## src/rtl/fifo_pkg.sv

```systemverilog
// Shared definitions for the fifo drain slice: FSM state encoding and
// default sizing constants that match the upstream fifo instances.
package fifo_pkg;

    // Drain FSM: pick a channel, wait for the fifo output register, hold for the consumer.
    typedef enum logic [1:0] {
        ARB  = 2'd0,
        WAIT = 2'd1,
        HOLD = 2'd2
    } state_e;

    localparam int NUM_CH_DEF     = 4;
    localparam int DATA_WIDTH_DEF = 16;  // must track the upstream fifo word width
    localparam int CNT_WIDTH_DEF  = 16;

endpackage : fifo_pkg

```

## src/rtl/fifo_rr_drain_if.sv

```systemverilog
// Bundle between the per-channel fifos, the drain block and the output consumer.
// master = the drain block, slave = fifos plus consumer (the environment).
interface fifo_rr_drain_if
    import fifo_pkg::*;
#(
    parameter int NUM_CH     = NUM_CH_DEF,
    parameter int DATA_WIDTH = DATA_WIDTH_DEF,
    parameter int CNT_WIDTH  = CNT_WIDTH_DEF,
    parameter int CH_IDX_W   = $clog2(NUM_CH)
);

    logic [NUM_CH-1:0]            ch_empty;
    logic [NUM_CH*DATA_WIDTH-1:0] ch_data;
    logic [NUM_CH-1:0]            ch_pop;
    logic [DATA_WIDTH-1:0]        out_data;
    logic [CH_IDX_W-1:0]          out_ch;
    logic                         out_valid;
    logic                         out_ready;
    logic [CNT_WIDTH-1:0]         word_cnt;

    modport master (
        input  ch_empty, ch_data, out_ready,
        output ch_pop, out_data, out_ch, out_valid, word_cnt
    );

    modport slave (
        output ch_empty, ch_data, out_ready,
        input  ch_pop, out_data, out_ch, out_valid, word_cnt
    );

endinterface : fifo_rr_drain_if

```

## src/rtl/fifo_rr_drain_rr_arbiter.sv

```systemverilog
// Combinational round-robin pick: the first requester found scanning upward
// from ptr (wrapping) wins. No state; the caller owns the pointer.
module rr_arbiter #(
    parameter int NUM_CH   = 4,
    parameter int CH_IDX_W = $clog2(NUM_CH)
) (
    input  logic [NUM_CH-1:0]   req,
    input  logic [CH_IDX_W-1:0] ptr,
    output logic [NUM_CH-1:0]   grant,
    output logic [CH_IDX_W-1:0] grant_idx,
    output logic                any_req
);

    logic [CH_IDX_W-1:0] cand;

    // Scan ptr, ptr+1, ... with natural index wrap; keep the first hit only.
    always_comb begin
        // NOTE: every output gets a default before the loop, so no path leaves
        // a value unassigned and no latch is inferred. Blocking assignments are
        // required here: later iterations must see any_req set by earlier ones.
        grant     = '0;
        grant_idx = '0;
        any_req   = 1'b0;
        cand      = ptr;
        for (int i = 0; i < NUM_CH; i++) begin
            cand = ptr + CH_IDX_W'(i);
            if (!any_req && req[cand]) begin
                any_req         = 1'b1;
                grant_idx       = cand;
                grant[cand]     = 1'b1;
            end
        end
    end

endmodule : rr_arbiter

```

## src/rtl/fifo_rr_drain.sv

```systemverilog
// Round-robin drain of NUM_CH fifos onto one valid/ready port. Pops one
// word from a non-empty fifo, captures it from the fifo output register a
// cycle later, then holds it until the consumer takes it.
module fifo_rr_drain
    import fifo_pkg::*;
#(
    parameter int NUM_CH     = NUM_CH_DEF,
    parameter int CH_IDX_W   = $clog2(NUM_CH),
    parameter int DATA_WIDTH = DATA_WIDTH_DEF,
    parameter int CNT_WIDTH  = CNT_WIDTH_DEF
) (
    input  logic            clk,
    input  logic            rst_n,
    input  logic            i_flush,
    fifo_rr_drain_if.master bus
);

    localparam logic [CH_IDX_W-1:0]  IDX_ONE = CH_IDX_W'(1);
    localparam logic [CNT_WIDTH-1:0] CNT_ONE = CNT_WIDTH'(1);

    state_e                  state_q,     state_d;
    logic [CH_IDX_W-1:0]     rr_ptr_q,    rr_ptr_d;
    logic [CH_IDX_W-1:0]     grant_q,     grant_d;
    logic [DATA_WIDTH-1:0]   out_data_q,  out_data_d;
    logic [CH_IDX_W-1:0]     out_ch_q,    out_ch_d;
    logic                    out_valid_q, out_valid_d;
    logic [CNT_WIDTH-1:0]    word_cnt_q,  word_cnt_d;

    logic [NUM_CH-1:0]       arb_grant;
    logic [CH_IDX_W-1:0]     arb_idx;
    logic                    arb_any;
    logic [DATA_WIDTH-1:0]   sel_word;

    rr_arbiter #(
        .NUM_CH   (NUM_CH),
        .CH_IDX_W (CH_IDX_W)
    ) u_arb (
        .req       (~bus.ch_empty),
        .ptr       (rr_ptr_q),
        .grant     (arb_grant),
        .grant_idx (arb_idx),
        .any_req   (arb_any)
    );

    // Pop strobe only while arbitrating, and never during reset or flush.
    assign bus.ch_pop = (rst_n && !i_flush && (state_q == ARB)) ? arb_grant : '0;

    // Select the granted fifo's output word (valid in the cycle after its pop).
    always_comb begin
        sel_word = '0;
        for (int i = 0; i < NUM_CH; i++) begin
            if (grant_q == CH_IDX_W'(i)) begin
                sel_word = bus.ch_data[i*DATA_WIDTH +: DATA_WIDTH];
            end
        end
    end

    // Next-state logic: flush overrides the FSM, rr_ptr and word_cnt are kept.
    always_comb begin
        state_d     = state_q;
        rr_ptr_d    = rr_ptr_q;
        grant_d     = grant_q;
        out_data_d  = out_data_q;
        out_ch_d    = out_ch_q;
        out_valid_d = out_valid_q;
        word_cnt_d  = word_cnt_q;

        if (i_flush) begin
            state_d     = ARB;
            out_valid_d = 1'b0;
        end else begin
            unique case (state_q)
                ARB: begin
                    if (arb_any) begin
                        grant_d  = arb_idx;
                        rr_ptr_d = arb_idx + IDX_ONE;  // served channel drops to lowest priority
                        state_d  = WAIT;
                    end
                end
                WAIT: begin
                    out_data_d  = sel_word;
                    out_ch_d    = grant_q;
                    out_valid_d = 1'b1;
                    state_d     = HOLD;
                end
                HOLD: begin
                    if (out_valid_q && bus.out_ready) begin
                        out_valid_d = 1'b0;
                        word_cnt_d  = word_cnt_q + CNT_ONE;
                        state_d     = ARB;
                    end
                end
                default: state_d = ARB;
            endcase
        end
    end

    // State and output registers with synchronous active-low reset.
    always_ff @(posedge clk) begin
        // NOTE: non-blocking assignments so every flop samples pre-edge values
        // regardless of statement order.
        if (!rst_n) begin
            state_q     <= ARB;
            rr_ptr_q    <= '0;
            grant_q     <= '0;
            out_data_q  <= '0;
            out_ch_q    <= '0;
            out_valid_q <= 1'b0;
            word_cnt_q  <= '0;
        end else begin
            state_q     <= state_d;
            rr_ptr_q    <= rr_ptr_d;
            grant_q     <= grant_d;
            out_data_q  <= out_data_d;
            out_ch_q    <= out_ch_d;
            out_valid_q <= out_valid_d;
            word_cnt_q  <= word_cnt_d;
        end
    end

    assign bus.out_data  = out_data_q;
    assign bus.out_ch    = out_ch_q;
    assign bus.out_valid = out_valid_q;
    assign bus.word_cnt  = word_cnt_q;

endmodule : fifo_rr_drain

```

## src/flat_wrapper.sv

```systemverilog
// flat-port wrapper written by rule: the top's interface ports become plain ports
module fifo_rr_drain_flat import fifo_pkg::*;
#(
    parameter int NUM_CH     = NUM_CH_DEF,
    parameter int CH_IDX_W   = $clog2(NUM_CH),
    parameter int DATA_WIDTH = DATA_WIDTH_DEF,
    parameter int CNT_WIDTH  = CNT_WIDTH_DEF
)
  (clk, rst_n, i_flush, bus_ch_empty, bus_ch_data, bus_out_ready, bus_ch_pop, bus_out_data, bus_out_ch, bus_out_valid, bus_word_cnt);
  fifo_rr_drain_if #(.NUM_CH(NUM_CH), .DATA_WIDTH(DATA_WIDTH), .CNT_WIDTH(CNT_WIDTH), .CH_IDX_W(CH_IDX_W)) bus_i ();
  input  logic clk;
  input  logic rst_n;
  input  logic i_flush;
  input wire logic [$bits(bus_i.ch_empty)-1:0] bus_ch_empty;
  input wire logic [$bits(bus_i.ch_data)-1:0] bus_ch_data;
  input wire logic [$bits(bus_i.out_ready)-1:0] bus_out_ready;
  output wire logic [$bits(bus_i.ch_pop)-1:0] bus_ch_pop;
  output wire logic [$bits(bus_i.out_data)-1:0] bus_out_data;
  output wire logic [$bits(bus_i.out_ch)-1:0] bus_out_ch;
  output wire logic [$bits(bus_i.out_valid)-1:0] bus_out_valid;
  output wire logic [$bits(bus_i.word_cnt)-1:0] bus_word_cnt;
  assign bus_i.ch_empty = bus_ch_empty;
  assign bus_i.ch_data = bus_ch_data;
  assign bus_i.out_ready = bus_out_ready;
  assign bus_ch_pop = bus_i.ch_pop;
  assign bus_out_data = bus_i.out_data;
  assign bus_out_ch = bus_i.out_ch;
  assign bus_out_valid = bus_i.out_valid;
  assign bus_word_cnt = bus_i.word_cnt;
  fifo_rr_drain #(.NUM_CH(NUM_CH), .CH_IDX_W(CH_IDX_W), .DATA_WIDTH(DATA_WIDTH), .CNT_WIDTH(CNT_WIDTH)) u_core (.clk(clk), .rst_n(rst_n), .i_flush(i_flush), .bus(bus_i));
endmodule
```

## config.mk

```make
export PLATFORM = sky130hd
export DESIGN_NAME = fifo_rr_drain_flat
export DESIGN_NICKNAME = d
export VERILOG_FILES = /design/src/rtl/fifo_pkg.sv /design/src/rtl/fifo_rr_drain_if.sv /design/src/rtl/fifo_rr_drain_rr_arbiter.sv /design/src/rtl/fifo_rr_drain.sv /design/src/flat_wrapper.sv
export SDC_FILE = /design/constraint.sdc
export NUM_CORES = 1
export LEC_CHECK = 0
export ABC_CLOCK_PERIOD_IN_PS = 5850
export CELL_PAD_IN_SITES_DETAIL_PLACEMENT = 1
export CELL_PAD_IN_SITES_GLOBAL_PLACEMENT = 2
export CORE_ASPECT_RATIO = 1.5
export CORE_UTILIZATION = 26
export CTS_BUF_LIST = sky130_fd_sc_hd__clkbuf_16
export DETAILED_ROUTE_END_ITERATION = 10
export GPL_TIMING_DRIVEN = 0
export PLACE_DENSITY = 0.83
export SYNTH_ARGS = -nofsm -noshare
export SYNTH_HDL_FRONTEND = slang
export SYNTH_SLANG_ARGS = --single-unit
```

## constraint.sdc

```tcl
create_clock -name clk -period 5.85 [get_ports clk]
set_clock_uncertainty 0.1 [all_clocks]
set_input_delay 1.17 -clock clk [delete_from_list [all_inputs] [get_ports clk]]
set_output_delay 1.17 -clock clk [all_outputs]
set_load 0.05 [all_outputs]
```

==> report_table.html, run 1 <==
<h2>Implementation results</h2>
<table>
<tr><th>Metric</th><th>Value</th></tr>
<tr><th colspan="2">Synthesis</th></tr>
<tr><td>Yosys-reported design area after synthesis</td><td>2549 sq um</td></tr>
<tr><td>Main logic family</td><td>multiplexers</td></tr>
<tr><td>Seq share, synth</td><td>32.20%</td></tr>
<tr><td>Unique masters post-synth</td><td>40</td></tr>
<tr><td>Area contributors post-synth</td><td>dfxtp_1 (32%), mux4_2 (15%), nand2_1 (7.5%)</td></tr>
<tr><td>Post-synthesis cell count from yosys</td><td>257</td></tr>
<tr><td>Area fraction in and, or, nand and nor cells</td><td>19.78%</td></tr>
<tr><td>Aoi/oai-family share of the synthesized area</td><td>12.81%</td></tr>
<tr><td>Average footprint of a synthesized cell</td><td>9.917 sq um</td></tr>
<tr><td>Mapped Area</td><td>2549 sq um</td></tr>
<tr><td>Net count after synthesis</td><td>337</td></tr>
<tr><td>Synth warn</td><td>0</td></tr>
<tr><td>Area fraction in xor and xnor cells</td><td>5.498%</td></tr>
<tr><td>Leading area contributor after synthesis</td><td>dfxtp_1</td></tr>
<tr><td>Proportion of synthesized flip-flops having asynchronous set or reset</td><td>0%</td></tr>
<tr><td>Cell count after synthesis</td><td>257</td></tr>
<tr><td>Number of storage elements in the synthesis netlist</td><td>41</td></tr>
<tr><td>Max-area cell share</td><td>32.20%</td></tr>
<tr><th colspan="2">Placed design</th></tr>
<tr><td>Final weighted congestion of routability-driven global placement</td><td>0.8083</td></tr>
<tr><td>Placed wire-length estimate after detailed placement</td><td>5.859 mm</td></tr>
<tr><td>Standard cell area after detailed placement</td><td>3790 sq um</td></tr>
<tr><td>Dpl cells</td><td>479</td></tr>
<tr><th colspan="2">Clock tree</th></tr>
<tr><td>Post-CTS repair timing setup buffer count</td><td>0</td></tr>
<tr><td>Clock Sinks</td><td>41</td></tr>
<tr><td>Number of cells upsized or downsized after cts</td><td>0</td></tr>
<tr><td>Clock H-tree levels</td><td>2</td></tr>
<tr><td>Buffers from clock root to sink, at most</td><td>2</td></tr>
<tr><td>Number of buffers inserted for hold repair after clock tree synthesis</td><td>0</td></tr>
<tr><td>Clk root buf</td><td>clkbuf_16</td></tr>
<tr><td>Clock latency on the worst-skew pair</td><td>0.28 ns</td></tr>
<tr><td>Clock transition at the register clock pins on the worst setup and hold paths after CTS</td><td>0.06 ns</td></tr>
<tr><td>Number of buffers inserted during clock tree synthesis</td><td>5</td></tr>
<tr><td>Clock tree from TritonCTS</td><td>built</td></tr>
<tr><th colspan="2">Worst setup path</th></tr>
<tr><td>Required time of the critical path</td><td>4.58 ns</td></tr>
<tr><td>Critical path peak fanout</td><td>7</td></tr>
<tr><td>Class of the most critical setup path</td><td>input pin to output pin</td></tr>
<tr><td>CP endpoint kind</td><td>output pin</td></tr>
<tr><td>Critical path data arrival time</td><td>3.80 ns</td></tr>
<tr><th colspan="2">Timing</th></tr>
<tr><td>Transition time of the tightest slew-check pin</td><td>0.7325 ns</td></tr>
<tr><td>TNS Setup</td><td>0 ns</td></tr>
<tr><td>Slew Limit Headroom</td><td>51.16%</td></tr>
<tr><td>Max Clock Freq</td><td>197.3 MHz</td></tr>
<tr><td>Setup repair after global routing missed its margin</td><td>false</td></tr>
<tr><td>Period utilization</td><td>86.65%</td></tr>
<tr><td>Max Transition Viols Final</td><td>0</td></tr>
<tr><td>Total count of hold-check failures in the final report</td><td>0</td></tr>
<tr><th colspan="2">Power</th></tr>
<tr><td>Clock power frac</td><td>26.6%</td></tr>
<tr><td>Pwr per Cell Area</td><td>245.4 nW/um^2</td></tr>
<tr><td>P_sw</td><td>310.9 uW</td></tr>
<tr><td>Highest ir drop seen on vdd</td><td>114.8 uV</td></tr>
<tr><td>Gate power share</td><td>41.2%</td></tr>
<tr><td>Share of total power consumed by net switching</td><td>32.30%</td></tr>
<tr><td>Share of total power in sequential cells</td><td>32.2%</td></tr>
<tr><td>Internal</td><td>651.8 uW</td></tr>
<tr><th colspan="2">Floorplanning</th></tr>
<tr><td>FP Rows</td><td>43</td></tr>
<tr><td>Width of the chip</td><td>82.84 um</td></tr>
<tr><td>Core ar.</td><td>9361 sq um</td></tr>
<tr><td>Overall die area</td><td>10,210 sq um</td></tr>
<tr><td>Starting utilization of the core area</td><td>27.23%</td></tr>
<tr><th colspan="2">Run status</th></tr>
<tr><td>Outcome</td><td>complete, no violations</td></tr>
<tr><th colspan="2">GRT</th></tr>
<tr><td>Remaining Overflow, GRT</td><td>0</td></tr>
<tr><td>Antenna violations before repair</td><td>0</td></tr>
<tr><td>Vias in the first global route</td><td>2,467</td></tr>
<tr><td>First-pass GRT wire length</td><td>11.87 mm</td></tr>
<tr><th colspan="2">Drt</th></tr>
<tr><td>Number of detailed-routing iterations run before antenna repair</td><td>3</td></tr>
<tr><td>Number of nets with antenna violations after routing</td><td>0</td></tr>
<tr><td>Via/cell ratio</td><td>4.805</td></tr>
<tr><td>Post-route DRC violation count</td><td>0</td></tr>
<tr><td>Initial drt markers</td><td>48</td></tr>
<tr><th colspan="2">Finish</th></tr>
<tr><td>Layout cells sized above 1</td><td>8.556%</td></tr>
<tr><td>Number of antenna cells inserted</td><td>0</td></tr>
<tr><td>Filler-free cell count of the finished design</td><td>486</td></tr>
<tr><td>Filler instances</td><td>1,113</td></tr>
<tr><td>Most common cell after layout, fill and taps aside</td><td>clkdlybuf4s50_1</td></tr>
<tr><td>Count of nets after finishing</td><td>454</td></tr>
<tr><td>Area growth, synth to finish</td><td>53.90%</td></tr>
<tr><td>Top cells excl fill/tap</td><td>clkdlybuf4s50_1 (110), nand2_1 (51), dfxtp_1 (41)</td></tr>
<tr><th colspan="2">Job</th></tr>
<tr><td># Max-Cap Violations</td><td>0</td></tr>
<tr><th colspan="2">Min path</th></tr>
<tr><td>Class of the most critical hold timing path</td><td>flip-flop to flip-flop</td></tr>
</table>
==> run 1: power by group through the flow <==
stage	clock [mW]	combinational, mW	sequential, mW
after floorplan	0	0.256	0.336
after global placement	0	0.393	0.315
after detailed placement	0	0.402	0.316
after CTS	0.267	0.404	0.310
after global routing	0.277	0.431	0.312
final	0.256	0.397	0.310
==> run 1: metal layers <==
| layer | vias up | wire length [um] | track usage (%) |
|---|---|---|---|
| met1 | 1104 | 2696 | 14.46 |
| met4 | 0 | 97 | 4.849 |
| met2 | 72 | 4035 | 28.69 |
| li1 | 1151 | - | - |
| met5 | - | 0 | 0 |
| met3 | 8 | 405 | 3.672 |
==> run 1: path summary, 6_finish.rpt <==
| kind | from | slack, ns | cells after the start | to |
|---|---|---|---|---|
| setup / recovery | bus_ch_empty[3] | 0.78 | 7 | bus_ch_pop[3] |
| hold / removal | u_core.bus.out_data[14] | 0.36 | 2 | u_core.bus.out_data[14] |
| setup reg to reg | u_core.rr_ptr_q[1] | 2.68 | 8 | u_core.rr_ptr_q[0] |
| hold reg to reg | u_core.bus.out_data[14] | 0.36 | 2 | u_core.bus.out_data[14] |
==> run 1: layout make-up <==
type | count | area (sq um) | area share, %
tap | 112 | 140.1 | 3.573
sequential | 41 | 820.8 | 20.93
clock inverter | 2 | 7.507 | 0.1914
clock buffer | 5 | 125.1 | 3.190
timing repair buffer | 110 | 1101 | 28.07
inverter | 4 | 15.01 | 0.3828
multi-input combinational | 198 | 1637 | 41.72
buffer | 14 | 76.32 | 1.946
==> run 1: registers in the layout, summed over array words and instances, names as in the netlist <==
signal,count
u_core.bus.out_data,16
u_core.bus.word_cnt,16
u_core.bus.out_ch,2
u_core.grant_q,2
u_core.rr_ptr_q,2
u_core.state_q,2
u_core.bus.out_valid,1
==> run 1: synthesized netlist by cell type (4+ instances only) <==
cell and number:
a21boi_0 19, a21oi_1 8, a22o_1 4, and2_1 14, and3_1 7, clkbuf_1 9, dfxtp_1 41, ha_1 8
inv_1 4, mux2i_1 7, mux4_2 17, nand2_1 51, nand4_1 4, nor2_1 5, nor2b_1 6, o21ai_0 5
xnor2_1 11, xor2_1 5
==> run 1: logic make-up after synthesis <==
group / count (synthesis)
and+or+nand+nor: 100
AOI/OAI and AO/OA: 44
muxes: 30
xor gates and xnor gates: 16
adders and majority gates: 8
DFF: 41
buffers and inverters: 18
==> run 1: metrics by stage <==
step                hold WS [ns]  power, mW  utilization [%]  setup slack [ns]
floorplan                 0.4357     0.5926                -             1.657
global placement          0.3498     0.7077            40.48            0.8273
detailed placement        0.3613     0.7181            40.48            0.7695
CTS                       0.3696     0.9812            41.90            0.7559
global route              0.3911      1.020            41.90            0.6378
finish                    0.3634     0.9627            41.90            0.7808
==> run 1: critical path: stages <==
cell,delay [ns]
clkdlybuf4s50_1,0.50
mux4_1,0.62
nor2b_1,0.30
a22o_1,0.19
mux2i_1,0.07
a21oi_1,0.14
clkdlybuf4s50_1,0.81
Run 1, wiring by layer:
Drawn at 3 px/um. Only two layers are drawn.
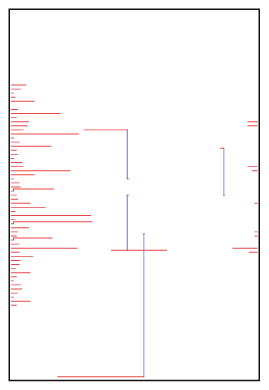
Blue marks metal 4, wire length 97.9 um. Red marks metal 3, wire length 405 um.
routed wire length: 7.234 mm
total number of vias: 2,335

Run 1, routed metal per tile:
Drawn at 3 px/um. The die is cut into 17 by 25 equal tiles; dark blue is low, red is high, scaled to the fullest tile. Values are wire area over tile area, all layers added.
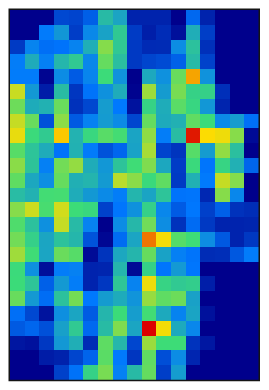
The emptiest ninth of the die: south-east. 19% of the tiles are over half the peak. The densest ninth of the die: west. The mean over all tiles is 0.11. The fullest tile reaches 0.38.
All-Layer GR Usage: 14.44%
Avg WL per Cell: 14.88 um

Run 1, register map, names as in the netlist:
Drawn at 4 px/um. Other sequential cells in the stronger grey, the rest of the logic in the fainter grey.
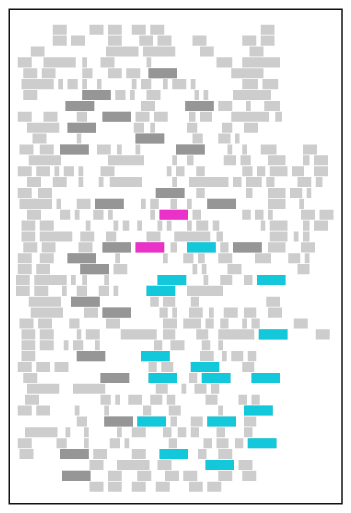
Cyan marks `u_core.bus.word_cnt`, flops 16. Magenta marks `u_core.grant_q`, flops 2.
flop share of the area: 20.93%
Sequential Area: 820.8 sq um

Run 1, nets reached from selected ports:
Drawn at 4 px/um.
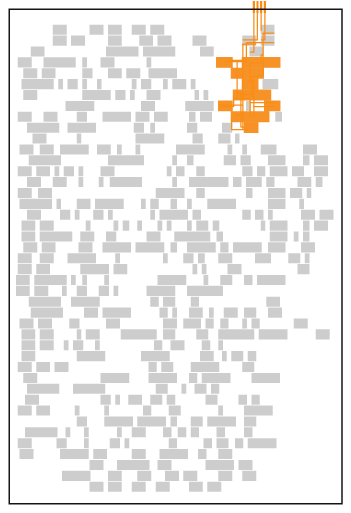
Orange marks `bus_ch_empty`, bits 4, direction input, edge north, end cells 9, buffers 4, wire 186 um.
port bufs: 110
Top-Level Pins: 111

==> run 2: changes to the inputs <==
- CAP_MARGIN: not set -> 20
==> report_table.html, run 2 <==
<h2>Implementation results</h2>
<table>
<tr><th>Metric</th><th>Value</th></tr>
<tr><th colspan="2">Timing</th></tr>
<tr><td>Slew Limit Headroom</td><td>51.16%</td></tr>
<tr><td>Setup repair after global routing missed its margin</td><td>false</td></tr>
<tr><td>Max Transition Viols Final</td><td>0</td></tr>
<tr><td>TNS Setup</td><td>0 ns</td></tr>
<tr><td>Period utilization</td><td>86.65%</td></tr>
<tr><td>Total count of hold-check failures in the final report</td><td>0</td></tr>
<tr><td>Final worst-path setup slack</td><td>0.7808 ns</td></tr>
<tr><th colspan="2">Worst setup path</th></tr>
<tr><td>Class of the most critical setup path</td><td>input pin to output pin</td></tr>
<tr><td>FF-to-FF setup slack</td><td>2.68 ns</td></tr>
<tr><td>Critical path data arrival time</td><td>3.80 ns</td></tr>
<tr><td>Critical Path Start</td><td>bus_ch_empty[3]</td></tr>
<tr><td>Reg2Reg Capture Point</td><td>u_core.rr_ptr_q[0]</td></tr>
<tr><td>CP endpoint kind</td><td>output pin</td></tr>
<tr><td>End point of the critical path</td><td>bus_ch_pop[3]</td></tr>
<tr><td>Critical register-to-register path startpoint</td><td>u_core.rr_ptr_q[1]</td></tr>
<tr><th colspan="2">Synthesis</th></tr>
<tr><td>Mapped Area</td><td>2549 sq um</td></tr>
<tr><td>Net count after synthesis</td><td>337</td></tr>
<tr><td>Yosys-reported design area after synthesis</td><td>2549 sq um</td></tr>
<tr><td>Max-area cell share</td><td>32.20%</td></tr>
<tr><td>Proportion of synthesized flip-flops having asynchronous set or reset</td><td>0%</td></tr>
<tr><td>Unique masters post-synth</td><td>40</td></tr>
<tr><td>Most common cell in the synthesized netlist</td><td>nand2_1</td></tr>
<tr><td>Commonest cells in the netlist</td><td>nand2_1 (51), dfxtp_1 (41), a21boi_0 (19)</td></tr>
<tr><td>Average footprint of a synthesized cell</td><td>9.917 sq um</td></tr>
<tr><td>Area contributors post-synth</td><td>dfxtp_1 (32%), mux4_2 (15%), nand2_1 (7.5%)</td></tr>
<tr><th colspan="2">Drt</th></tr>
<tr><td>Uppermost layer routed</td><td>met4</td></tr>
<tr><td>Routed wire length</td><td>7.234 mm</td></tr>
<tr><td>Via/cell ratio</td><td>4.805</td></tr>
<tr><td>Wire length on met1</td><td>2.696 mm</td></tr>
<tr><td>Initial drt markers</td><td>48</td></tr>
<tr><td>Number of nets with antenna violations after routing</td><td>0</td></tr>
<tr><td>Met2 layer wire length in the routed design</td><td>4.035 mm</td></tr>
<tr><td>Post-route DRC violation count</td><td>0</td></tr>
<tr><td>Met3 wire length</td><td>405 um</td></tr>
<tr><th colspan="2">Power</th></tr>
<tr><td>Gate power share</td><td>41.2%</td></tr>
<tr><td>Clock power frac</td><td>26.6%</td></tr>
<tr><td>Internal</td><td>651.8 uW</td></tr>
<tr><td>Highest ir drop seen on vdd</td><td>114.8 uV</td></tr>
<tr><td>Pwr per Cell Area</td><td>245.4 nW/um^2</td></tr>
<tr><td>Share of total power consumed by net switching</td><td>32.30%</td></tr>
<tr><td>Share of total power in sequential cells</td><td>32.2%</td></tr>
<tr><td>Overall power of the completed layout</td><td>962.7 uW</td></tr>
<tr><th colspan="2">Floorplanning</th></tr>
<tr><td>Core ar.</td><td>9361 sq um</td></tr>
<tr><td>Top-Level Pins</td><td>111</td></tr>
<tr><td>FP Rows</td><td>43</td></tr>
<tr><td>Width of the chip</td><td>82.84 um</td></tr>
<tr><td>Starting utilization of the core area</td><td>27.23%</td></tr>
<tr><th colspan="2">Job</th></tr>
<tr><td># Max-Cap Violations</td><td>0</td></tr>
<tr><th colspan="2">Placed design</th></tr>
<tr><td>Dpl cells</td><td>479</td></tr>
<tr><td>Post-Place Setup Slack</td><td>0.7695 ns</td></tr>
<tr><td>Standard cell area after detailed placement</td><td>3790 sq um</td></tr>
<tr><td>Final weighted congestion of routability-driven global placement</td><td>0.8083</td></tr>
<tr><td>Port bufs</td><td>110</td></tr>
<tr><th colspan="2">Clock tree</th></tr>
<tr><td>Clock latency on the worst-skew pair</td><td>0.28 ns</td></tr>
<tr><td>Clock transition at the register clock pins on the worst setup and hold paths after CTS</td><td>0.06 ns</td></tr>
<tr><td>Clock Sinks</td><td>41</td></tr>
<tr><td>Number of buffers inserted during clock tree synthesis</td><td>5</td></tr>
<tr><td>Buffers from clock root to sink, at most</td><td>2</td></tr>
<tr><td>Clk root buf</td><td>clkbuf_16</td></tr>
<tr><td>Clock H-tree levels</td><td>2</td></tr>
<tr><td>Post-CTS repair timing setup buffer count</td><td>0</td></tr>
<tr><th colspan="2">Finish</th></tr>
<tr><td>Number of antenna cells inserted</td><td>0</td></tr>
<tr><td>Area growth, synth to finish</td><td>53.90%</td></tr>
<tr><td>Most common cell after layout, fill and taps aside</td><td>clkdlybuf4s50_1</td></tr>
<tr><td>Top cells excl fill/tap</td><td>clkdlybuf4s50_1 (110), nand2_1 (51), dfxtp_1 (41)</td></tr>
<tr><th colspan="2">GRT</th></tr>
<tr><td>Remaining Overflow, GRT</td><td>0</td></tr>
<tr><td>Vias in the first global route</td><td>2,467</td></tr>
<tr><td>All-Layer GR Usage</td><td>14.44%</td></tr>
<tr><td>First-pass GRT wire length</td><td>11.87 mm</td></tr>
<tr><th colspan="2">Min path</th></tr>
<tr><td>Class of the most critical hold timing path</td><td>flip-flop to flip-flop</td></tr>
<tr><th colspan="2">Run status</th></tr>
<tr><td>Outcome</td><td>complete, no violations</td></tr>
</table>
## run 2: cell counts in the layout (fill, tap and decap cells not counted)
Identical to the previous run, type by type.
## run 2: cell families (layout without fill, tap and decap cells)
| kind of cell | Yosys count | count (layout) | synth area share (%) |
|---|---|---|---|
| flip-flops | 41 | 41 | 32.20 |
| adder cells (fa/ha/maj) | 8 | 8 | 3.928 |
| multiplexers | 30 | 30 | 22.19 |
| AND-OR/OR-AND | 44 | 44 | 12.81 |
| XOR/XNOR | 16 | 16 | 5.498 |
| AND/OR/NAND/NOR | 100 | 100 | 19.78 |
| buffers and inverters | 18 | 135 | 3.583 |
## run 2: worst min path at each step
stage	from	endpoint	slack, ns	cells past startpoint
after floorplan	u_core.state_q[1]	u_core.state_q[1]	0.44	2
after global placement	u_core.bus.out_data[3]	u_core.bus.out_data[3]	0.35	2
after detailed placement	u_core.bus.out_data[1]	u_core.bus.out_data[1]	0.36	2
after CTS	u_core.bus.out_data[1]	u_core.bus.out_data[1]	0.37	2
after global routing	u_core.bus.out_data[5]	u_core.bus.out_data[5]	0.39	2
final	u_core.bus.out_data[14]	u_core.bus.out_data[14]	0.36	2
## run 2: per-layer routing
metal	vias up	global-route usage, %
met3	8	3.672
met4	0	4.849
met5	-	0
met1	1104	14.46
li1	1151	-
met2	72	28.69
## run 2: final cells by class
class                   count  area, sq um
repair buffers            110         1101
clock buffers               5        125.1
plain buffers              14        76.32
well taps                 112        140.1
inverters                   4        15.01
flip-flops and latches     41        820.8
multi-input cells         198         1637
fillers                  1113         5439
clock inverters             2        7.507
## run 2: critical path, cell delays in order
cell and delay [ns]:
clkdlybuf4s50_1 0.50, mux4_1 0.62, nor2b_1 0.30, a22o_1 0.19, mux2i_1 0.07, a21oi_1 0.14
clkdlybuf4s50_1 0.81
## run 2: power groups by stage
| stage | sequential (mW) | clock [mW] | combinational (mW) |
|---|---|---|---|
| floorplan | 0.336 | 0 | 0.256 |
| global placement | 0.315 | 0 | 0.393 |
| detailed placement | 0.316 | 0 | 0.402 |
| CTS | 0.310 | 0.267 | 0.404 |
| global route | 0.312 | 0.277 | 0.431 |
| finish | 0.310 | 0.256 | 0.397 |
Run 2, nets reached from selected ports:
Drawn at 4 px/um.
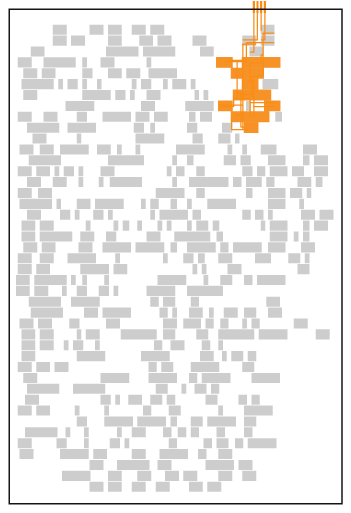
Orange marks `bus_ch_empty`, bits 4, direction input, edge north, end cells 9, buffers 4, wire 186 um.

Run 2, register map, names as in the netlist:
Drawn at 4 px/um. Other sequential cells in the stronger grey, the rest of the logic in the fainter grey.
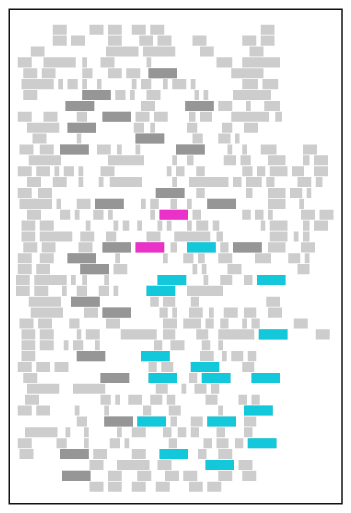
Cyan marks `u_core.bus.word_cnt`, flops 16. Magenta marks `u_core.grant_q`, flops 2.
fin util: 41.90%
sequential cell power: 310 uW

==> run 3: changes to the inputs <==
- CTS_BUF_LIST: sky130_fd_sc_hd__clkbuf_16 -> not set
- MAX_ROUTING_LAYER: not set -> met4
Run 3, placement view:
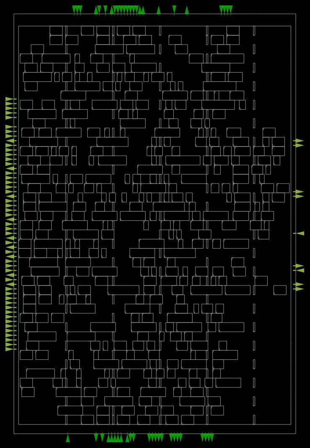
flop share of the area: 20.87%
FP Rows: 43
Core ar.: 9361 sq um
flip-flops: 41

Run 3, routed metal per tile:
Drawn at 3 px/um. The die is cut into 17 by 25 equal tiles; dark blue is low, red is high, scaled to the fullest tile. Values are wire area over tile area, all layers added.
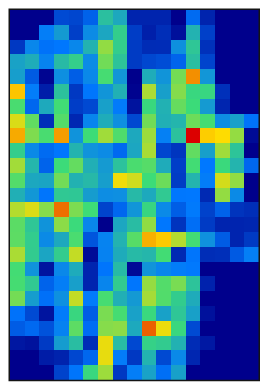
The fullest tile reaches 0.37. The emptiest ninth of the die: south-east. The densest ninth of the die: west. 16% of the tiles are nearly empty.
routed wire length: 7.256 mm
total number of vias: 2,332

==> report_table.html, run 3 <==
<h2>Implementation results</h2>
<table>
<tr><th>Metric</th><th>Value</th></tr>
<tr><th colspan="2">Run status</th></tr>
<tr><td>Outcome</td><td>complete, no violations</td></tr>
<tr><th colspan="2">Synthesis</th></tr>
<tr><td>Most common cell in the synthesized netlist</td><td>nand2_1</td></tr>
<tr><td>Fraction of synthesized area in multiplexers</td><td>22.19%</td></tr>
<tr><td>Yosys-reported design area after synthesis</td><td>2549 sq um</td></tr>
<tr><td>Area fraction in xor and xnor cells</td><td>5.498%</td></tr>
<tr><td>Main logic family</td><td>multiplexers</td></tr>
<tr><td>Aoi/oai-family share of the synthesized area</td><td>12.81%</td></tr>
<tr><td>Area fraction in and, or, nand and nor cells</td><td>19.78%</td></tr>
<tr><td>Mapped Area</td><td>2549 sq um</td></tr>
<tr><td>Proportion of synthesized flip-flops having asynchronous set or reset</td><td>0%</td></tr>
<tr><td>Average footprint of a synthesized cell</td><td>9.917 sq um</td></tr>
<tr><td>Commonest cells in the netlist</td><td>nand2_1 (51), dfxtp_1 (41), a21boi_0 (19)</td></tr>
<tr><td>Leading area contributor after synthesis</td><td>dfxtp_1</td></tr>
<tr><td>Number of storage elements in the synthesis netlist</td><td>41</td></tr>
<tr><td>Net count after synthesis</td><td>337</td></tr>
<tr><td>Unique masters post-synth</td><td>40</td></tr>
<tr><th colspan="2">Clock tree</th></tr>
<tr><td>Post-CTS repair timing setup buffer count</td><td>0</td></tr>
<tr><td>Clock latency on the worst-skew pair</td><td>0.28 ns</td></tr>
<tr><td>Number of buffers inserted for hold repair after clock tree synthesis</td><td>0</td></tr>
<tr><td>Clock H-tree levels</td><td>2</td></tr>
<tr><td>Clock Sinks</td><td>41</td></tr>
<tr><td>Clk root buf</td><td>clkbuf_16</td></tr>
<tr><th colspan="2">Timing</th></tr>
<tr><td>Max Transition Viols Final</td><td>0</td></tr>
<tr><td>Setup repair after global routing missed its margin</td><td>false</td></tr>
<tr><td>Total count of hold-check failures in the final report</td><td>0</td></tr>
<tr><td>Final-layout worst hold slack</td><td>0.3634 ns</td></tr>
<tr><th colspan="2">Finish</th></tr>
<tr><td>Filler instances</td><td>1,111</td></tr>
<tr><td>Count of nets after finishing</td><td>454</td></tr>
<tr><td>Most common cell after layout, fill and taps aside</td><td>clkdlybuf4s50_1</td></tr>
<tr><th colspan="2">Power</th></tr>
<tr><td>P_sw</td><td>311.7 uW</td></tr>
<tr><td>Pwr per Cell Area</td><td>248.8 nW/um^2</td></tr>
<tr><td>Overall power of the completed layout</td><td>978.5 uW</td></tr>
<tr><td>Share of total power consumed by net switching</td><td>31.86%</td></tr>
<tr><td>Clock power frac</td><td>27.7%</td></tr>
<tr><td>Gate power share</td><td>40.6%</td></tr>
<tr><td>Internal</td><td>666.7 uW</td></tr>
<tr><th colspan="2">Floorplanning</th></tr>
<tr><td>Top-Level Pins</td><td>111</td></tr>
<tr><td>Starting utilization of the core area</td><td>27.23%</td></tr>
<tr><td>Overall die area</td><td>10,210 sq um</td></tr>
<tr><th colspan="2">Drt</th></tr>
<tr><td>Post-route DRC violation count</td><td>0</td></tr>
<tr><td>Avg WL per Cell</td><td>14.93 um</td></tr>
<tr><td>Number of nets with antenna violations after routing</td><td>0</td></tr>
<tr><td>Via/cell ratio</td><td>4.798</td></tr>
<tr><td>Number of detailed-routing iterations run before antenna repair</td><td>4</td></tr>
<tr><td>Initial drt markers</td><td>48</td></tr>
<tr><th colspan="2">Worst setup path</th></tr>
<tr><td>Class of the most critical setup path</td><td>input pin to output pin</td></tr>
<tr><td>Critical path data arrival time</td><td>3.80 ns</td></tr>
<tr><td>Required time of the critical path</td><td>4.58 ns</td></tr>
<tr><td>CP endpoint kind</td><td>output pin</td></tr>
<tr><th colspan="2">Placed design</th></tr>
<tr><td>Port bufs</td><td>110</td></tr>
<tr><td>Placed wire-length estimate after detailed placement</td><td>5.859 mm</td></tr>
<tr><td>Standard cell area after detailed placement</td><td>3790 sq um</td></tr>
<tr><th colspan="2">GRT</th></tr>
<tr><td>All-Layer GR Usage</td><td>14.90%</td></tr>
<tr><td>Antenna violations before repair</td><td>0</td></tr>
</table>
[run 3: critical path: stages]
cell and delay [ns]:
clkdlybuf4s50_1 0.50, mux4_1 0.62, nor2b_1 0.30, a22o_1 0.19, mux2i_1 0.07, a21oi_1 0.14, clkdlybuf4s50_1 0.81
[run 3: final cells by class]
type	instances	area share (%)
Inverter	4	0.3818
Tap cell	112	3.563
Multi-Input combinational cell	198	41.62
Sequential cell	41	20.87
Timing Repair Buffer	110	28.00
Clock buffer	7	3.627
Buffer	14	1.941
[run 3: per-stage QoR]
stage,worst slack [ns],std cells
2_1_floorplan,1.657,257
5_1_grt,0.6378,486
3_3_place_gp,0.8273,479
3_5_place_dp,0.7695,479
4_1_cts,0.7559,486
6_report,0.7808,486
[run 3: kinds of logic (layout without fill, tap and decap cells)]
family	after synthesis	in the layout
fa+ha+maj	8	8
compound gates	44	44
mux	30	30
xor+xnor	16	16
flops	41	41
buf+inv	18	135
simple gates	100	100
[run 3: path summary, 6_finish.rpt]
| path | start | slack, ns | depth (start not counted) | to |
|---|---|---|---|---|
| worst min-delay path | u_core.bus.out_data[14] | 0.36 | 2 | u_core.bus.out_data[14] |
| worst max-delay path | bus_ch_empty[3] | 0.78 | 7 | bus_ch_pop[3] |
| worst max register to register | u_core.rr_ptr_q[1] | 2.68 | 8 | u_core.rr_ptr_q[0] |
| worst min register to register | u_core.bus.out_data[14] | 0.36 | 2 | u_core.bus.out_data[14] |
[run 3: power groups by stage]
stage,Sequential [mW],Combinational [mW],Clock (mW)
5_1_grt,0.312,0.431,0.293
2_1_floorplan,0.336,0.256,0
3_3_place_gp,0.315,0.393,0
3_5_place_dp,0.316,0.402,0
4_1_cts,0.310,0.404,0.283
6_report,0.310,0.397,0.271
[run 3: metal layers]
layer  wire length (um)  vias to the layer above  GRT usage, %
li1                   -                     1149             -
met2               4023                       75         28.59
met1               2787                     1100         15.17
met5                  0                        -             -
met3                347                        8         2.870
met4                 97                        0         4.849
Power and IR drop assume default switching activity.
